## config.mk

```make
export PLATFORM = sky130hd
export DESIGN_NAME = reg_wport_arbiter
export DESIGN_NICKNAME = d
export VERILOG_FILES = /design/src/rtl/reg_wport_arbiter_pkg.sv /design/src/rtl/reg_wport_arbiter_rr_pick.sv /design/src/rtl/reg_wport_arbiter.sv
export SDC_FILE = /design/constraint.sdc
export NUM_CORES = 1
export LEC_CHECK = 0
export ABC_CLOCK_PERIOD_IN_PS = 4700
export CAP_MARGIN = 20
export CORE_MARGIN = 1
export CORE_UTILIZATION = 38
export DETAILED_ROUTE_END_ITERATION = 6
export HOLD_SLACK_MARGIN = 0.06
export PLACE_DENSITY = 0.95
export SYNTH_ARGS = -nofsm -noshare
export SYNTH_HDL_FRONTEND = slang
export SYNTH_SLANG_ARGS = --single-unit
```

## constraint.sdc

```tcl
create_clock -name clk -period 4.7 [get_ports clk]
set_clock_uncertainty 0.15 [all_clocks]
set_input_delay 0.94 -clock clk [delete_from_list [all_inputs] [get_ports clk]]
set_output_delay 0.94 -clock clk [all_outputs]
set_load 0.02 [all_outputs]
```

## src/rtl/reg_wport_arbiter_pkg.sv

```systemverilog
`default_nettype none
// ============================================================================
// Module   : reg_wport_arbiter_pkg
// Purpose  : Shared constants for the register-file port arbiters.
//            Covers the register geometry, the default requester count and
//            the fixed requester slots.
// Revision : 1.0 - initial release
// ============================================================================
package reg_wport_arbiter_pkg;

  // Register file geometry
  localparam int REG_AW        = 5;
  localparam int REG_DW        = 32;
  localparam int REG_ZERO_ADDR = 0;

  // Default number of write-port requesters and their fixed slots
  localparam int ARB_NREQ = 3;
  localparam int REQ_WB   = 0;  // CPU writeback
  localparam int REQ_MD   = 1;  // multi-cycle mul/div
  localparam int REQ_DBG  = 2;  // debug port

endpackage : reg_wport_arbiter_pkg
`default_nettype wire

```

## src/rtl/reg_wport_arbiter_rr_pick.sv

```systemverilog
`default_nettype none
// ============================================================================
// Module   : rr_pick
// Purpose  : Combinational round-robin picker. Starting at ptr and moving
//            upward modulo N, it returns the first set bit of valid as a
//            one-hot grant together with its index.
// Revision : 1.0 - initial release
// ============================================================================
module rr_pick
  import reg_wport_arbiter_pkg::*;
#(
  parameter int N  = ARB_NREQ,
  parameter int PW = (N > 1) ? $clog2(N) : 1
) (
  input  logic [N-1:0]  valid,
  input  logic [PW-1:0] ptr,
  output logic [N-1:0]  grant,
  output logic [PW-1:0] idx,
  output logic          any
);

  // pos is one bit wider than ptr so that ptr+k can be folded back below N
  logic [PW:0] pos;

  // Scan the N positions from ptr onward and take the first valid one
  always_comb begin
    grant = '0;
    idx   = '0;
    any   = 1'b0;
    pos   = '0;
    for (int k = 0; k < N; k++) begin
      pos = {1'b0, ptr} + (PW+1)'(k);
      if (pos >= (PW+1)'(N)) begin
        pos = pos - (PW+1)'(N);
      end
      if (!any && valid[pos[PW-1:0]]) begin
        any                = 1'b1;
        grant[pos[PW-1:0]] = 1'b1;
        idx                = pos[PW-1:0];
      end
    end
  end

endmodule : rr_pick
`default_nettype wire

```

## src/rtl/reg_wport_arbiter.sv

```systemverilog
`default_nettype none
// ============================================================================
// Module   : reg_wport_arbiter
// Purpose  : Shares the single register-file write port among NREQ
//            requesters. Each requester has a valid/ready handshake, and the
//            arbiter uses round-robin selection. A single registered stage
//            drives the write address, write data and write enable.
// Revision : 1.0 - initial release
// ============================================================================
module reg_wport_arbiter
  import reg_wport_arbiter_pkg::*;
#(
  parameter int NREQ = ARB_NREQ,
  parameter int AW   = REG_AW,
  parameter int DW   = REG_DW
) (
  input  logic             clk,
  input  logic             rst,        // synchronous, active low
  input  logic             hold,
  input  logic [NREQ-1:0]  req_valid,
  input  logic [NREQ*AW-1:0] req_addr,
  input  logic [NREQ*DW-1:0] req_data,
  output logic [NREQ-1:0]  req_ready,
  output logic [AW-1:0]    reg_W_addr,
  output logic [DW-1:0]    wdata,
  output logic             reg_we,
  output logic             busy
);

  localparam int PW = $clog2(NREQ);

  logic [PW-1:0]   rr_ptr;
  logic [PW-1:0]   pick_idx;
  logic            pick_any;
  logic [NREQ-1:0] valid_gated;
  logic [NREQ-1:0] grant;
  logic [AW-1:0]   sel_addr;
  logic [DW-1:0]   sel_data;
  logic            we_q;

  // Reset and debug freeze both block new grants. Requesters keep their
  // valid asserted, so they are simply arbitrated again later.
  assign valid_gated = (rst && !hold) ? req_valid : '0;

  rr_pick #(
    .N  (NREQ),
    .PW (PW)
  ) u_rr_pick (
    .valid (valid_gated),
    .ptr   (rr_ptr),
    .grant (grant),
    .idx   (pick_idx),
    .any   (pick_any)
  );

  assign req_ready = grant;

  // The grant is one-hot, so OR-ing the masked fields acts as a mux
  always_comb begin
    sel_addr = '0;
    sel_data = '0;
    for (int i = 0; i < NREQ; i++) begin
      if (grant[i]) begin
        sel_addr = sel_addr | req_addr[i*AW +: AW];
        sel_data = sel_data | req_data[i*DW +: DW];
      end
    end
  end

  // Round-robin pointer and output stage. A write to r0 completes the
  // handshake but never raises the write enable.
  always_ff @(posedge clk) begin
    if (!rst) begin
      rr_ptr     <= '0;
      we_q       <= 1'b0;
      reg_W_addr <= '0;
      wdata      <= '0;
    end else if (pick_any) begin
      rr_ptr     <= (pick_idx == PW'(NREQ-1)) ? '0 : pick_idx + 1'b1;
      we_q       <= (sel_addr != AW'(REG_ZERO_ADDR));
      reg_W_addr <= sel_addr;
      wdata      <= sel_data;
    end else begin
      we_q       <= 1'b0;
    end
  end

  // A write still held in the stage when reset arrives is dropped here and
  // never reaches the register file.
  assign reg_we = we_q & rst;
  assign busy   = (|req_valid) | reg_we;

endmodule : reg_wport_arbiter
`default_nettype wire

```

==> run_1/closeup.png <==
Window x 49 to 69, y 10 to 30 microns. Cells in gray, sequential cells in the stronger gray; small squares are vias.
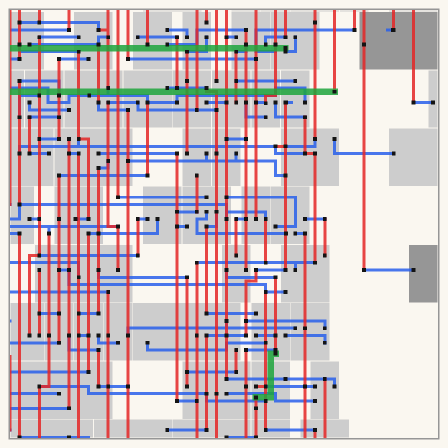
- red: M2
- green: M3
- blue: M1
- sequential cells in the window: 0
- most frequent: nand2_1 (6), nor2_1 (5)
- cells with their middle in the window: 37

==> run_1/congestion_map.png <==
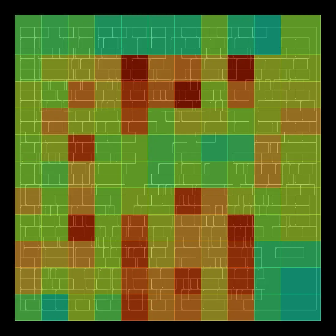
wire length per cell: 17.2 microns
grt met2 use: 46.7%
fin util: 69.4%

==> results.py, run 1 <==
# Metrics from the implementation run
metrics = {
    "outcome": {
        "outcome": "finished, final reports clean",
    },
    "min_path": {
        "hp-start": "rr_ptr[1]",
        "worstHoldPathCells": 2,
        "min_to": "rr_ptr[1]",
        "hp-class": "flip-flop to flip-flop",
    },
    "logic_synthesis": {
        "flop_cell": "dfxtp_1",
        "synthArstFlopShare_pct": 0,
        "synthCells": 264,
        "syn_area_sq_um": 2270,
        "syn_avg_cell_area_sq_um": 8.61,
        "top_area_share_pct": 35.2,
        "edf_count": 0,
        "synth_seq_share_pct": 35.2,
        "yosys_area_sq_um": 2270,
        "ys_cells": 264,
        "ys.flops": 40,
    },
    "routing": {
        "drc": 0,
        "route.met2.wl_microns": 4290,
        "viasPerCell": 5.75,
        "drt_pass1_iterations": 7,
        "wl_met3_microns": 669,
        "routed_wl_microns": 8210,
        "drtIter0Drc": 248,
        "maxUsedRoutingLayer": "met4",
    },
    "global_route": {
        "grt_use_met1_pct": 27.6,
        "grt_pass1_wl_microns": 12400,
        "busiest_layer": "met2",
        "grt_max_degree": 39,
        "grt_pass1_vias": 2630,
        "grt.overflow.total": 0,
    },
    "job": {
        "maxCapViolations": 0,
    },
    "clock_network": {
        "cts_setup_buffers": 0,
        "h-tree-depth": 2,
        "cts_tree": "done",
        "ctsResizeCount": 0,
        "cts.path.max_buffers": 2,
        "postCtsHoldBufs": 0,
        "clk_latency_ps": 270,
    },
    "sta": {
        "fmax_mhz": 233,
        "fin_crit_sh_pct": 91.2,
        "rsz0062_at_grt": "false",
        "setup_violations": 0,
        "layout_setup_ws_ps": 413,
        "slew_violations": 0,
        "slew_headroom_pct": 32.4,
        "timing.setup.tns_ps": 0,
        "hold_viol_final": 0,
    },
    "worst_setup_path": {
        "rr_worst_depth": 9,
        "worstReg2RegStart": "rr_ptr[1]",
        "cp.arrival_ps": 3200,
        "end_kind": "output pin",
        "path_class": "primary input to output pin",
        "worstPathCellList": "clkdlybuf4s50_1 > mux2_4 > nor4b_2 > nor3_2 > a211oi_4 > clkdlybuf4s50_1",
    },
    "final_layout": {
        "drive_above_1_share_pct": 5.91,
        "antenna_cells": 0,
        "fill_cells": 432,
        "area_delta_synth_final_pct": 72.3,
    },
    "floorplan": {
        "die_y_microns": 79.3,
        "die_x_microns": 79.3,
        "placement_rows": 27,
        "core_sq_um": 5640,
    },
    "placed_design": {
        "io_buffers": 158,
        "placed_cell_area_sq_um": 3800,
        "dp_hpwl_microns": 6030,
        "pre_cts_slack_ps": 435,
        "gp_congestion": 0.851,
    },
    "pwr": {
        "ir_drop_uv": 242,
        "power_mw": 1.20,
        "leakage_nw": 1.42,
    },
}
==> run_1/layers.png <==
(4 px per micron)
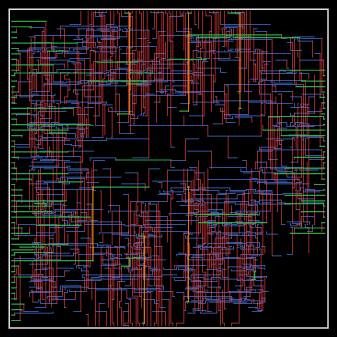
- red: M2 (wire length 4290 microns)
- orange: M4 (wire length 142 microns)
- blue: M1 (wire length 3110 microns)
- green: M3 (wire length 669 microns)

==> run_1/ff_map.png <==
(6 px per micron) Other sequential cells in the stronger gray, the rest of the logic in the fainter gray.
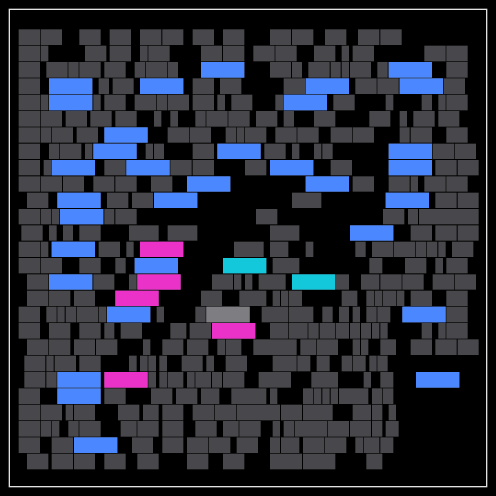
- cyan: rr_ptr (sequential cells 2)
- blue: wdata (sequential cells 32; where spread over the die)
- magenta: reg_W_addr (sequential cells 5)
- not colored: 1

==> run 1: final cells by class <==
type,instances,area [sq um],share of cell area (%)
Clock buffer,7,76.3,1.95
Clock inverter,1,8.76,0.224
Inverter,5,18.8,0.479
Multi-Input combinational cell,191,1290,32.9
Sequential cell,40,801,20.5
Tap cell,72,90.1,2.30
Timing Repair Buffer,162,1630,41.7
==> run 1: synthesized netlist by cell type (2+ instances only) <==
| cell type | instances |
|---|---|
| o21a_1 | 2 |
| o21ai_0 | 7 |
| clkbuf_1 | 5 |
| ha_1 | 4 |
| nand2b_1 | 3 |
| inv_1 | 5 |
| and2_1 | 2 |
| mux2i_1 | 2 |
| buf_6 | 7 |
| and3b_1 | 2 |
| buf_2 | 13 |
| dfxtp_1 | 40 |
| a211oi_2 | 2 |
| or3_1 | 3 |
| nor2_1 | 8 |
| a22oi_1 | 4 |
| o21ai_1 | 31 |
| a21oi_1 | 5 |
| a221oi_2 | 2 |
| nand2_1 | 51 |
| nand3_1 | 3 |
| a222oi_1 | 36 |
| mux2_2 | 2 |
| nor3_2 | 2 |
| nor3_1 | 3 |
| buf_4 | 3 |
| o22ai_1 | 2 |
| or4_1 | 2 |
==> run 1: where the power goes <==
part           internal [mW]  switching, mW  leakage, nW  total, mW
sequential             0.398         0.0341        0.329      0.432
combinational          0.284          0.265         1.04      0.550
clock                  0.106          0.114       0.0424      0.220
==> run 1: worst max-delay path by stage <==
stage	end	cells past startpoint	from
final	req_ready[1]	6	req_valid[2]
after floorplan	req_ready[0]	6	req_valid[1]
after global routing	req_ready[1]	6	req_valid[2]
after global placement	req_ready[0]	6	req_valid[2]
after detailed placement	req_ready[1]	6	req_valid[2]
after CTS	req_ready[1]	6	req_valid[2]
==> run 1: cells in the final DEF (no fill, tap or decap), types with 2 or more instances in the layout <==
master,synthesis,routed
a221oi_2,2,2
clkbuf_8,0,5
nand2b_1,3,3
or4_1,2,2
mux2i_1,2,2
nand2_1,51,51
o21ai_1,31,31
nor2_1,8,8
nor3_1,3,3
or3_1,3,3
o21a_1,2,2
a222oi_1,36,36
o22ai_1,2,2
mux2_2,2,2
clkbuf_1,5,2
a21oi_1,5,5
buf_4,3,3
and2_1,2,2
a211oi_4,0,2
o21ai_0,7,7
ha_1,4,4
a22oi_1,4,4
and3b_1,2,2
dfxtp_1,40,40
inv_1,5,5
clkdlybuf4s50_1,0,158
nand3_1,3,3
==> run 1: cells by family (layout without fill, tap and decap cells) <==
group                    after synthesis  after routing  synth area share (%)
AND-OR/OR-AND                         98             98                  33.0
AND/OR/NAND/NOR                       83             83                  17.5
flip-flops                            40             40                  35.2
buffers and inverters                 33            175                  8.98
multiplexers                           6              6                  3.14
adder cells (fa/ha/maj)                4              4                  2.20
==> run 1: tightest hold or removal path, stage by stage, from the launching register on <==
cell     delay [ps]
dfxtp_1         340
nand2_1          60
nand2_1          40
==> run 1: state kept, by name, indices dropped and copies added (netlist names) <==
signal	flops
wdata	32
rr_ptr	2
reg_W_addr	5
we_q	1
==> run 1: metrics by stage <==
step | utilization (%) | hold slack, ps
floorplan | - | 305
global placement | 67.4 | 310
detailed placement | 67.4 | 322
CTS | 68.9 | 334
global route | 69.4 | 365
finish | 69.4 | 336
--- run 2 (diff from run 1) ---
--- a/config.mk
+++ b/config.mk
@@ -10,6 +10,7 @@
 export CORE_MARGIN = 1
 export CORE_UTILIZATION = 38
 export DETAILED_ROUTE_END_ITERATION = 6
+export GPL_TIMING_DRIVEN = 0
 export HOLD_SLACK_MARGIN = 0.06
 export PLACE_DENSITY = 0.95
 export SYNTH_ARGS = -nofsm -noshare
==> run_2/layers.png <==
(4 px per micron)
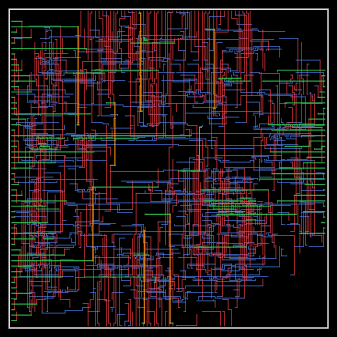
- green: M3 (wire length 768 microns)
- orange: M4 (wire length 164 microns)
- blue: M1 (wire length 3180 microns)
- red: M2 (wire length 4300 microns)

==> run_2/m4.png <==
(4 px per micron)
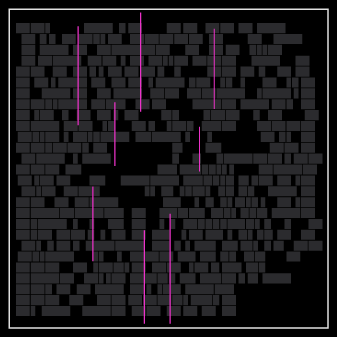
- longest straight run: 27.2 microns
- nets with wire on the layer: 7

==> run 2 against run 1 <==
Area after synthesis is the same. The run now ends with design-rule violations left. Wire length up 2.4%. Critical path type unchanged. Core utilization increased by 2.0 points.
==> results.py, run 2 <==
# Metrics from the implementation run
metrics = {
    "final_layout": {
        "area_delta_synth_final_pct": 77.1,
        "final_common_cell": "clkdlybuf4s50_1",
        "top_register": "wdata",
        "layout_top_cells": "clkdlybuf4s50_1 (158), nand2_1 (51), dfxtp_1 (40)",
        "top_regs": "wdata: 32 flops, reg_W_addr: 5 flops, rr_ptr: 2 flops",
        "antenna_cells": 0,
        "largest_register_ffs": 32,
        "drive_above_1_share_pct": 10.3,
    },
    "logic_synthesis": {
        "synth_seq_share_pct": 35.2,
        "synth.top_cells.by_count": "nand2_1 (51), dfxtp_1 (40), a222oi_1 (36), o21ai_1 (31), buf_2 (13)",
        "ys_cells": 264,
        "flop_cell": "dfxtp_1",
        "yosys_area_sq_um": 2270,
        "synthArstFlopShare_pct": 0,
        "synthCells": 264,
        "top_area_share_pct": 35.2,
        "ys.flops": 40,
        "edf_count": 0,
        "most_common_cell": "nand2_1",
    },
    "routing": {
        "drc": 1,
        "drtIter0Drc": 291,
        "drt_pass1_iterations": 7,
        "viasPerCell": 5.75,
    },
    "clock_network": {
        "ctsResizeCount": 0,
        "cts.path.max_buffers": 2,
        "cts_tree": "done",
        "postCtsHoldBufs": 0,
        "clk_latency_ps": 290,
    },
    "min_path": {
        "hp-class": "flip-flop to flip-flop",
    },
    "placed_design": {
        "gp_congestion": 0.906,
        "placed_cell_area_sq_um": 3940,
        "dp_hpwl_microns": 6610,
    },
    "pwr": {
        "ir_drop_uv": 213,
        "switching_share_pct": 34.9,
        "leakage_nw": 1.50,
        "intPower_mw": 0.797,
        "power.share.combinational_pct": 46.2,
    },
    "sta": {
        "rsz0062_at_grt": "false",
        "slew_headroom_pct": 68.4,
        "timing.setup.tns_ps": 0,
        "slew_violations": 0,
        "fmax_mhz": 224,
        "hold_viol_final": 0,
        "setup_violations": 0,
        "fin_crit_sh_pct": 94.9,
    },
    "global_route": {
        "grt_max_degree": 13,
        "grt_pass1_vias": 2905,
        "grt.overflow.total": 0,
        "busiest_layer": "met2",
        "grt_use_met1_pct": 29.4,
        "grt_pass1_wl_microns": 13200,
    },
    "worst_setup_path": {
        "end_kind": "output pin",
        "crit_start": "req_valid[2]",
        "worstReg2RegStart": "rr_ptr[0]",
        "cp.arrival_ps": 3370,
        "path_class": "primary input to output pin",
    },
    "outcome": {
        "outcome": "finished with violations",
        "violations": "design-rule violations",
    },
    "floorplan": {
        "core_sq_um": 5640,
    },
    "job": {
        "maxCapViolations": 0,
    },
}
==> run_2/closeup.png <==
Window x 49 to 69, y 10 to 30 microns. Cells in gray, sequential cells in the stronger gray; small squares are vias.
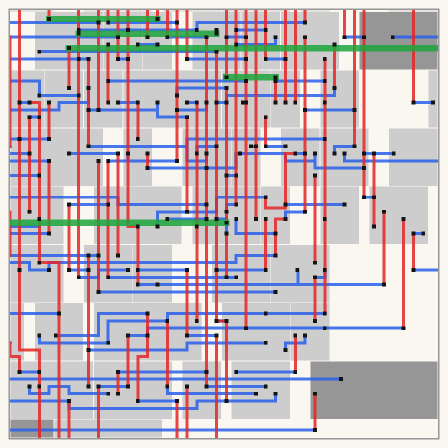
- green: M3
- blue: M1
- red: M2
- netlist names of flops here include: we_q (1)
- most frequent: buf_2 (4), o21ai_0 (3)
- sequential cells in the window: 1
- cells with their middle in the window: 39

run 2: final cells by class:
cell class	instances	area, sq um
plain buffers	28	185
clock buffers	5	68.8
clock inverters	2	12.5
fillers	443	1620
inverters	5	18.8
multi-input cells	191	1270
flip-flops and latches	40	801
well taps	72	90.1
repair buffers	158	1580
run 2: metal layers:
layer	up-vias	share of wire, %
met5	-	0
met3	16	9.1
met4	0	1.9
li1	1354	-
met1	1351	38
met2	159	51
run 2: stage by stage:
| step | setup slack [ps] | instances | power, mW | hold slack, ps | utilization (%) |
|---|---|---|---|---|---|
| 2_1_floorplan | 1530 | 264 | 0.727 | 305 | - |
| 3_3_place_gp | 267 | 494 | 0.982 | 315 | 69.9 |
| 3_5_place_dp | 275 | 494 | 0.999 | 322 | 69.9 |
| 4_1_cts | 252 | 501 | 1.23 | 347 | 71.3 |
| 5_1_grt | 102 | 501 | 1.29 | 389 | 71.3 |
| 6_report | 241 | 501 | 1.22 | 343 | 71.3 |
run 2: worst reg2reg max path, stage by stage, from the launching register on:
cell and delay, ps:
dfxtp_1 390, inv_1 80, ha_1 290, buf_2 180
buf_2 200, nand3_1 100, nand2_1 90, or3_1 340
buf_2 170, buf_6 150, a222oi_1 290, o21ai_1 100
run 2: cell families (layout without fill, tap and decap cells):
family,Yosys count,in the layout,synth area share (%)
buf+inv,33,198,8.98
simple gates,83,83,17.5
mux,6,6,3.14
fa+ha+maj,4,4,2.20
compound gates,98,98,33.0
flops,40,40,35.2
run 2: worst paths after layout:
check / to / slack, ps / cells after the start
worst min register to register: reg_W_addr[1] / 340 / 2
worst min-delay path: reg_W_addr[1] / 340 / 2
worst max register to register: wdata[0] / 2020 / 11
worst max-delay path: req_ready[2] / 240 / 7
run 2: power groups by stage:
stage / Clock (mW) / Sequential (mW) / Combinational [mW]
floorplan: 0 / 0.500 / 0.227
global placement: 0 / 0.434 / 0.548
detailed placement: 0 / 0.437 / 0.562
CTS: 0.232 / 0.431 / 0.564
global route: 0.247 / 0.438 / 0.606
finish: 0.228 / 0.431 / 0.565
--- run 3 (diff from run 2) ---
--- a/config.mk
+++ b/config.mk
@@ -7,7 +7,6 @@
 export LEC_CHECK = 0
 export ABC_CLOCK_PERIOD_IN_PS = 4700
 export CAP_MARGIN = 20
-export CORE_MARGIN = 1
 export CORE_UTILIZATION = 38
 export DETAILED_ROUTE_END_ITERATION = 6
 export GPL_TIMING_DRIVEN = 0
==> run_3/congestion_map.png <==
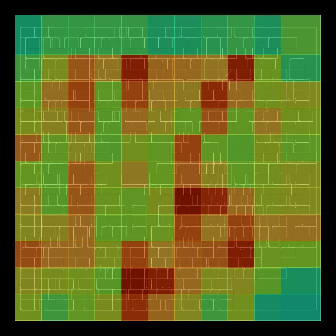
grt met2 use: 49.1%
grt met1 use: 29.4%
fin util: 71.3%
wire length per cell: 16.8 microns

==> run_3/closeup.png <==
Window x 49 to 69, y 10 to 30 microns. Cells in gray, sequential cells in the stronger gray; small squares are vias.
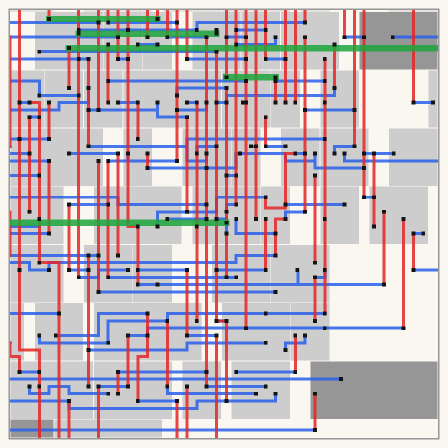
- green: M3
- blue: M1
- red: M2
- netlist names of flops here include: we_q (1)
- cells with their middle in the window: 39
- sequential cells in the window: 1
- most frequent: buf_2 (4), o21ai_0 (3)

==> run 3 against run 2 <==
The flow still finishes with violations (design-rule violations). Register-to-register slack about the same. Die area did not move. Synthesized cell count unchanged. Setup slack unchanged. Clock-buffer cell count unchanged. Via count stayed put. Highest routed layer unchanged. Worst hold slack unchanged. Critical path type unchanged.
==> results.py, run 3 <==
# Metrics from the implementation run
metrics = {
    "clock_network": {
        "cts_setup_buffers": 0,
        "ctsResizeCount": 0,
        "cts.path.max_buffers": 2,
        "h-tree-depth": 2,
    },
    "final_layout": {
        "fill_cells": 443,
        "area_delta_synth_final_pct": 77.1,
        "layout.cells.non_filler": 501,
        "top_regs": "wdata: 32 flops, reg_W_addr: 5 flops, rr_ptr: 2 flops",
        "antenna_cells": 0,
        "largest_register_ffs": 32,
    },
    "floorplan": {
        "die_x_microns": 79.3,
        "core_sq_um": 5640,
    },
    "placed_design": {
        "post-place-cells": 494,
        "io_buffers": 158,
        "pre_cts_slack_ps": 275,
    },
    "sta": {
        "layout_setup_ws_ps": 241,
        "slew_violations": 0,
        "slew_headroom_pct": 68.4,
        "fmax_mhz": 224,
        "hold_viol_final": 0,
        "rsz0062_at_grt": "false",
        "whs_ps": 343,
    },
    "logic_synthesis": {
        "synth.cellmix.simpleShare_pct": 17.5,
        "ys_cells": 264,
        "flop_cell": "dfxtp_1",
        "mux_share_pct": 3.14,
        "synth_seq_share_pct": 35.2,
        "yosys_area_sq_um": 2270,
        "ys_sh_xor_pct": 0,
        "edf_count": 0,
    },
    "worst_setup_path": {
        "cp.arrival_ps": 3370,
        "crit_start": "req_valid[2]",
    },
    "routing": {
        "drc": 1,
    },
    "outcome": {
        "outcome": "finished with violations",
        "violations": "design-rule violations",
    },
}
==> run_3/layers.png <==
(4 px per micron)
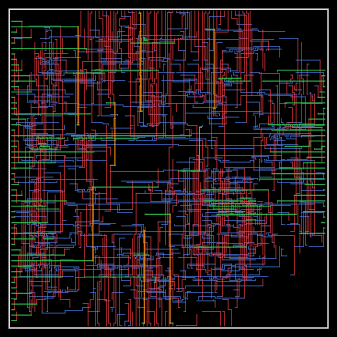
routed via count: 2880
Total GRT Usage: 26.8%

## run 3: cell counts after synthesis
Identical to the previous run, type by type.
## run 3: report_power, final
| group | leakage (nW) | internal, mW | switching (mW) | total [mW] |
|---|---|---|---|---|
| Combinational | 1.13 | 0.298 | 0.267 | 0.565 |
| Clock | 0.0400 | 0.101 | 0.127 | 0.228 |
| Sequential | 0.329 | 0.398 | 0.0328 | 0.431 |
| Total | 1.50 | 0.797 | 0.427 | 1.22 |
## run 3: per-stage QoR
stage	power, mW	utilization (%)	instance area (sq um)
final	1.22	71.3	4030
after detailed placement	0.999	69.9	3940
after floorplan	0.727	-	2270
after global routing	1.29	71.3	4030
after global placement	0.982	69.9	3940
after CTS	1.23	71.3	4030
## run 3: metal layers
layer / GRT usage (%) / share of wire (%)
met5: 0 / 0
met4: 9.45 / 1.9
met3: 7.01 / 9.1
met2: 49.1 / 51
met1: 29.4 / 38
## run 3: area by class of cell
type                            count  area share (%)
Inverter                            5           0.466
Sequential cell                    40            19.9
Multi-Input combinational cell    191            31.5
Buffer                             28            4.60
Clock buffer                        5            1.71
Clock inverter                      2           0.311
Timing Repair Buffer              158            39.3
Tap cell                           72            2.24
## run 3: logic make-up after synthesis
group,Yosys count
fa+ha+maj,4
compound gates,98
simple gates,83
flops,40
buf+inv,33
mux,6
## run 3: worst max-delay path, cell delays in order
cell and delay [ps]:
clkdlybuf4s50_1 560, buf_2 230, and3b_1 240, a221oi_2 60, nor3_2 250, clkbuf_1 390, clkdlybuf4s50_1 690
## run 3: path summary, 6_finish.rpt
path	end	slack (ps)	cells after the start
max	req_ready[2]	240	7
min	reg_W_addr[1]	340	2
max reg2reg	wdata[0]	2020	11
min reg2reg	reg_W_addr[1]	340	2
No activity file was given, so power comes from the tool's default toggle rates.
